## src/rtl/decode_pkg.sv

```systemverilog
// decode_pkg: opcodes, ALU operation codes, result selects and the decoded control bundle for the RV32I decode stage.
package decode_pkg;

    localparam logic [6:0] OP_R      = 7'b0110011;
    localparam logic [6:0] OP_I      = 7'b0010011;
    localparam logic [6:0] OP_LOAD   = 7'b0000011;
    localparam logic [6:0] OP_STORE  = 7'b0100011;
    localparam logic [6:0] OP_BRANCH = 7'b1100011;
    localparam logic [6:0] OP_JAL    = 7'b1101111;
    localparam logic [6:0] OP_JALR   = 7'b1100111;
    localparam logic [6:0] OP_LUI    = 7'b0110111;
    localparam logic [6:0] OP_AUIPC  = 7'b0010111;

    localparam logic [1:0] RES_ALU = 2'b00;
    localparam logic [1:0] RES_MEM = 2'b01;
    localparam logic [1:0] RES_PC4 = 2'b10;

    // M codes sit at 1_0xxx so the low bits are the instruction's funct3
    typedef enum logic [4:0] {
        ALU_ADD    = 5'd0,
        ALU_SUB    = 5'd1,
        ALU_SLL    = 5'd2,
        ALU_SLT    = 5'd3,
        ALU_SLTU   = 5'd4,
        ALU_XOR    = 5'd5,
        ALU_SRL    = 5'd6,
        ALU_SRA    = 5'd7,
        ALU_OR     = 5'd8,
        ALU_AND    = 5'd9,
        ALU_PASSB  = 5'd10,
        ALU_MUL    = 5'd16,
        ALU_MULH   = 5'd17,
        ALU_MULHSU = 5'd18,
        ALU_MULHU  = 5'd19,
        ALU_DIV    = 5'd20,
        ALU_DIVU   = 5'd21,
        ALU_REM    = 5'd22,
        ALU_REMU   = 5'd23
    } alu_t;

    typedef struct packed {
        logic       reg_write;
        logic       mem_write;
        logic       branch;
        logic       jump;
        logic       is_jalr;
        logic       alu_src;
        logic       src_a_sel;
        logic [1:0] result_src;
        alu_t       alu_ctrl;
        logic [2:0] branch_type;
        logic [2:0] load_type;
        logic [4:0] rd;
        logic [4:0] rs1;
        logic [4:0] rs2;
        logic       illegal;
    } ctrl_t;

    function automatic alu_t base_alu(input logic [2:0] f3);
        case (f3)
            3'b000:  return ALU_ADD;
            3'b001:  return ALU_SLL;
            3'b010:  return ALU_SLT;
            3'b011:  return ALU_SLTU;
            3'b100:  return ALU_XOR;
            3'b101:  return ALU_SRL;
            3'b110:  return ALU_OR;
            default: return ALU_AND;
        endcase
    endfunction

endpackage

```

## src/rtl/decode_comb.sv

```systemverilog
// decode_comb: combinational RV32I instruction decoder with immediate generation and source-use flags; RV_M_EXT_EN adds the M extension.
module decode_comb
    import decode_pkg::*;
#(
    parameter int XLEN = 32
) (
    input  logic [31:0]     i_instr,
    output ctrl_t           o_ctrl,
    output logic [XLEN-1:0] o_imm,
    output logic            o_use_rs1,
    output logic            o_use_rs2
);

`ifdef RV_M_EXT_EN
    localparam bit M_EN = 1'b1;
`else
    localparam bit M_EN = 1'b0;
`endif

    logic [6:0]      w_op;
    logic [2:0]      w_f3;
    logic [6:0]      w_f7;
    logic [XLEN-1:0] w_imm_i, w_imm_s, w_imm_b, w_imm_u, w_imm_j;
    alu_t            w_r_alu, w_i_alu;
    logic            w_r_ok, w_i_ok, w_ok;

    assign w_op = i_instr[6:0];
    assign w_f3 = i_instr[14:12];
    assign w_f7 = i_instr[31:25];

    assign w_imm_i = XLEN'($signed(i_instr[31:20]));
    assign w_imm_s = XLEN'($signed({i_instr[31:25], i_instr[11:7]}));
    assign w_imm_b = XLEN'($signed({i_instr[31], i_instr[7], i_instr[30:25], i_instr[11:8], 1'b0}));
    assign w_imm_u = XLEN'($signed({i_instr[31:12], 12'b0}));
    assign w_imm_j = XLEN'($signed({i_instr[31], i_instr[19:12], i_instr[20], i_instr[30:21], 1'b0}));

    assign w_r_ok  = (w_f7 == 7'b0000000) || (w_f7 == 7'b0100000 && (w_f3 == 3'b000 || w_f3 == 3'b101)) || (M_EN && w_f7 == 7'b0000001);
    assign w_r_alu = (w_f7 == 7'b0000001) ? alu_t'({2'b10, w_f3}) : w_f7[5] ? (w_f3 == 3'b000 ? ALU_SUB : ALU_SRA) : base_alu(w_f3);
    assign w_i_ok  = (w_f3 == 3'b001) ? (w_f7 == 7'b0000000) : (w_f3 == 3'b101) ? (w_f7 == 7'b0000000 || w_f7 == 7'b0100000) : 1'b1;
    assign w_i_alu = (w_f3 == 3'b101 && w_f7[5]) ? ALU_SRA : base_alu(w_f3);

    always_comb begin
        o_ctrl     = '0;
        o_ctrl.rd  = i_instr[11:7];
        o_ctrl.rs1 = i_instr[19:15];
        o_ctrl.rs2 = i_instr[24:20];
        o_imm      = '0;
        o_use_rs1  = 1'b0;
        o_use_rs2  = 1'b0;
        w_ok       = 1'b1;
        case (w_op)
            OP_R: begin
                o_ctrl.reg_write = 1'b1;
                o_ctrl.alu_ctrl  = w_r_alu;
                o_use_rs1        = 1'b1;
                o_use_rs2        = 1'b1;
                w_ok             = w_r_ok;
            end
            OP_I: begin
                o_ctrl.reg_write = 1'b1;
                o_ctrl.alu_src   = 1'b1;
                o_ctrl.alu_ctrl  = w_i_alu;
                o_imm            = w_imm_i;
                o_use_rs1        = 1'b1;
                w_ok             = w_i_ok;
            end
            OP_LOAD: begin
                o_ctrl.reg_write  = 1'b1;
                o_ctrl.alu_src    = 1'b1;
                o_ctrl.result_src = RES_MEM;
                o_ctrl.load_type  = w_f3;
                o_imm             = w_imm_i;
                o_use_rs1         = 1'b1;
                w_ok              = (w_f3 != 3'b011) && (w_f3 != 3'b110) && (w_f3 != 3'b111);
            end
            OP_STORE: begin
                o_ctrl.mem_write = 1'b1;
                o_ctrl.alu_src   = 1'b1;
                o_imm            = w_imm_s;
                o_use_rs1        = 1'b1;
                o_use_rs2        = 1'b1;
                w_ok             = (w_f3 < 3'b011);
            end
            OP_BRANCH: begin
                o_ctrl.branch      = 1'b1;
                o_ctrl.alu_ctrl    = ALU_SUB;
                o_ctrl.branch_type = w_f3;
                o_imm              = w_imm_b;
                o_use_rs1          = 1'b1;
                o_use_rs2          = 1'b1;
                w_ok               = (w_f3 != 3'b010) && (w_f3 != 3'b011);
            end
            OP_JAL: begin
                o_ctrl.reg_write  = 1'b1;
                o_ctrl.jump       = 1'b1;
                o_ctrl.alu_src    = 1'b1;
                o_ctrl.src_a_sel  = 1'b1;
                o_ctrl.result_src = RES_PC4;
                o_imm             = w_imm_j;
            end
            OP_JALR: begin
                o_ctrl.reg_write  = 1'b1;
                o_ctrl.jump       = 1'b1;
                o_ctrl.is_jalr    = 1'b1;
                o_ctrl.alu_src    = 1'b1;
                o_ctrl.result_src = RES_PC4;
                o_imm             = w_imm_i;
                o_use_rs1         = 1'b1;
                w_ok              = (w_f3 == 3'b000);
            end
            OP_LUI: begin
                o_ctrl.reg_write = 1'b1;
                o_ctrl.alu_src   = 1'b1;
                o_ctrl.alu_ctrl  = ALU_PASSB;
                o_imm            = w_imm_u;
            end
            OP_AUIPC: begin
                o_ctrl.reg_write = 1'b1;
                o_ctrl.alu_src   = 1'b1;
                o_ctrl.src_a_sel = 1'b1;
                o_imm            = w_imm_u;
            end
            default: w_ok = 1'b0;
        endcase
        if (!w_ok) begin
            o_ctrl         = '0;
            o_ctrl.illegal = 1'b1;
            o_imm          = '0;
            o_use_rs1      = 1'b0;
            o_use_rs2      = 1'b0;
        end
    end

endmodule

```

## src/rtl/decode_stage.sv

```systemverilog
// decode_stage: registered valid/ready decode stage with flush and one-bubble load-use stall; RV_M_EXT_EN (in decode_comb) enables the M extension.
module decode_stage
    import decode_pkg::*;
#(
    parameter int              XLEN     = 32,
    parameter logic [XLEN-1:0] RESET_PC = '0
) (
    input  logic            clk,
    input  logic            rst,
    input  logic            flush,
    input  logic            in_valid,
    output logic            in_ready,
    input  logic [31:0]     instr,
    input  logic [XLEN-1:0] pc,
    output logic            out_valid,
    input  logic            out_ready,
    output logic            reg_write,
    output logic            mem_write,
    output logic            branch,
    output logic            jump,
    output logic            is_jalr,
    output logic            alu_src,
    output logic            src_a_sel,
    output logic [1:0]      result_src,
    output logic [4:0]      alu_ctrl,
    output logic [2:0]      branch_type,
    output logic [2:0]      load_type,
    output logic [4:0]      rd,
    output logic [4:0]      rs1,
    output logic [4:0]      rs2,
    output logic [XLEN-1:0] imm,
    output logic [XLEN-1:0] pc_out,
    output logic            illegal
);

    ctrl_t           w_ctrl, r_ctrl;
    logic [XLEN-1:0] w_imm, r_imm, r_pc;
    logic            w_use_rs1, w_use_rs2, w_hz, w_acc, r_valid;

    decode_comb #(.XLEN(XLEN)) u_dec (
        .i_instr   (instr),
        .o_ctrl    (w_ctrl),
        .o_imm     (w_imm),
        .o_use_rs1 (w_use_rs1),
        .o_use_rs2 (w_use_rs2)
    );

    assign w_hz = in_valid && r_valid && (r_ctrl.result_src == RES_MEM) && (r_ctrl.rd != 5'd0) &&
                  ((w_use_rs1 && w_ctrl.rs1 == r_ctrl.rd) || (w_use_rs2 && w_ctrl.rs2 == r_ctrl.rd));
    assign in_ready = !rst && !flush && !w_hz && (!r_valid || out_ready);
    assign w_acc    = in_valid && in_ready;

    always_ff @(posedge clk) begin
        if (rst) begin
            r_valid <= 1'b0;
            r_ctrl  <= '0;
            r_imm   <= '0;
            r_pc    <= RESET_PC;
        end else if (w_acc) begin
            r_valid <= 1'b1;
            r_ctrl  <= w_ctrl;
            r_imm   <= w_imm;
            r_pc    <= pc;
        end else if (flush || out_ready) begin
            r_valid <= 1'b0;
        end
    end

    assign out_valid   = r_valid;
    assign reg_write   = r_ctrl.reg_write;
    assign mem_write   = r_ctrl.mem_write;
    assign branch      = r_ctrl.branch;
    assign jump        = r_ctrl.jump;
    assign is_jalr     = r_ctrl.is_jalr;
    assign alu_src     = r_ctrl.alu_src;
    assign src_a_sel   = r_ctrl.src_a_sel;
    assign result_src  = r_ctrl.result_src;
    assign alu_ctrl    = r_ctrl.alu_ctrl;
    assign branch_type = r_ctrl.branch_type;
    assign load_type   = r_ctrl.load_type;
    assign rd          = r_ctrl.rd;
    assign rs1         = r_ctrl.rs1;
    assign rs2         = r_ctrl.rs2;
    assign imm         = r_imm;
    assign pc_out      = r_pc;
    assign illegal     = r_ctrl.illegal;

endmodule

```

## config.mk

```make
export PLATFORM = sky130hd
export DESIGN_NAME = decode_stage
export DESIGN_NICKNAME = d
export VERILOG_FILES = /design/src/rtl/decode_pkg.sv /design/src/rtl/decode_comb.sv /design/src/rtl/decode_stage.sv
export SDC_FILE = /design/constraint.sdc
export NUM_CORES = 1
export LEC_CHECK = 0
export CAP_MARGIN = 20
export CORE_MARGIN = 1
export CORE_UTILIZATION = 60
export CTS_CLUSTER_SIZE = 24
export DETAILED_ROUTE_END_ITERATION = 10
export DONT_BUFFER_PORTS = 1
export PLACE_DENSITY = 0.76
export SLEW_MARGIN = 20
export SYNTH_ARGS = -nofsm -noshare
export SYNTH_HDL_FRONTEND = slang
export SYNTH_SLANG_ARGS = --single-unit
```

## constraint.sdc

```tcl
create_clock -name clk -period 13.5 [get_ports clk]
set_input_delay 4.05 -clock clk [delete_from_list [all_inputs] [get_ports clk]]
set_output_delay 4.05 -clock clk [all_outputs]
set_load 0.005 [all_outputs]
```

Figure 1. Close-up of the layout.
The bar under the picture is 10 um long. Region (50, 3) to (90, 43) um. Cells in grey, sequential cells in the stronger grey; small squares are vias.
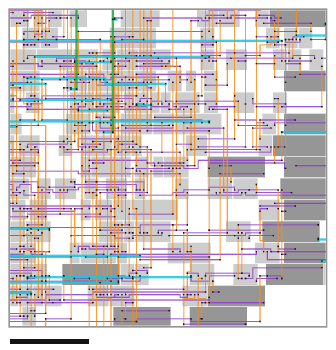
Purple stands for metal 1. Cyan stands for metal 3. Green stands for metal 4. Orange stands for metal 2.
Most frequent: dfxtp_1 (15), o21ai_0 (12), a21oi_1 (11). Netlist names of flops here include branch_type (3), imm (3), load_type (3). Sequential cells in the window: 15. 123 logic cells have their middle in the window.

Figure 2. Gate-type map.
The bar under the picture is 20 um long.
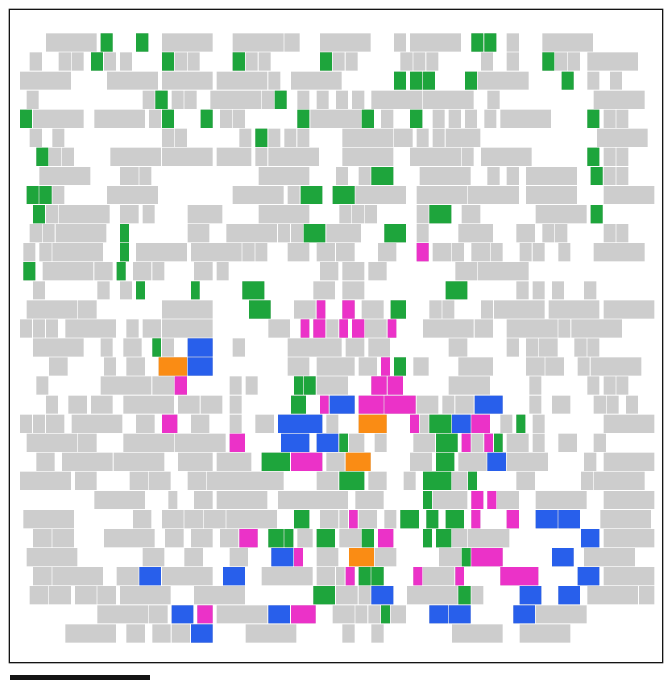
Magenta stands for nor cells, cells 37. Orange stands for mux cells, cells 4. Blue stands for non-inverting ao/oa cells, cells 26. Green stands for nand cells, cells 79.
logic share of the area: 0.526
dominant logic cell type in the layout: dfxtp_1
Final Instance Count excl. Fillers: 632

Figure 3. Routing congestion map.
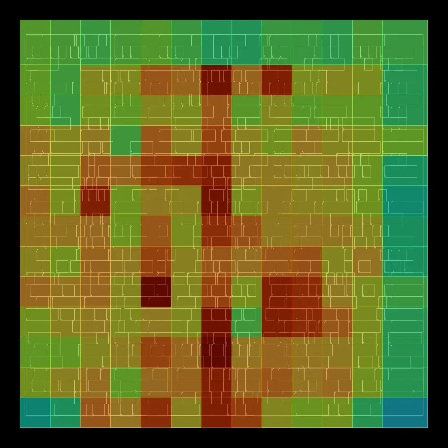
routed wire length per instance: 21.5 um
GRT met1 Usage: 0.417
M2 GR Usage: 0.458
global routing's busiest layer: met2

==> out/results.tsv <==
stage	metric	value	unit
cells_and_area	drive_gt1_frac	0.0736	
power	p_int	403	uW
global_routing	grt_max_degree	96	
power	total_power	540	uW
run_status	status	finished clean	
route	num_vias	4421	
route	first_iter_violations	427	
logic_synthesis	async_flop_share	0	
min_path	hp-start	branch	
logic_synthesis	common_cells	dfxtp_1 (101), a21oi_1 (72), o21ai_1 (52)	
cells_and_area	n_all_buffers	2	
cts	cts_made_buffers	9	
logic_synthesis	ys.flop_type	dfxtp_1	
cells_and_area	nNetsFinal	595	
cts	holdBufCountCts	0	
logic_synthesis	area_leaders	dfxtp_1 (41%), a21oi_1 (7.2%), o21ai_1 (5.2%)	
die	die-area	8660	sq um
critical_path	worstSetupEndpoint	in_ready	
cts	cts_setup_buffers	0	
critical_path	critPathBufInv	0	
logic_synthesis	ys_area	4970	sq um
die	die_h	93.0	um
logic_synthesis	top_logic_kind	AND-OR/OR-AND gates	
power	ir_drop	0.0000829	V
cts	insertion_delay	0.37	ns
power	powerComb	32.2	uW
cells_and_area	num_antenna_cells	0	
cells_and_area	seqCellArea	2020	sq um
die	core_area	7890	sq um
logic_synthesis	synthesis.area	4970	sq um
power	p_leak	0.00156	uW
cells_and_area	nClkBuffers	9	
job	cap_viol_max_count	0	
cells_and_area	clock_cell_area_share	0.0413	
power	p_comb_frac	0.060	
route	antenna_left	0	
die	rows	32	
sta	fmax	99.8	MHz
critical_path	cp_top_family	simple AND/OR/NAND/NOR gates	
placed_design	dp_cells	617	
placed_design	dp.final_hpwl	9060	um
die	die_width	93.0	um
logic_synthesis	post-synth-top-area-fraction	0.407	
critical_path	ff2ff_setup_slack	10.11	ns
route	routed_wirelength	13600	um
logic_synthesis	synth-simple-area-share	0.171	
sta	period_minus_slack	10.02	ns
Power is estimated from default activity; no workload was simulated.
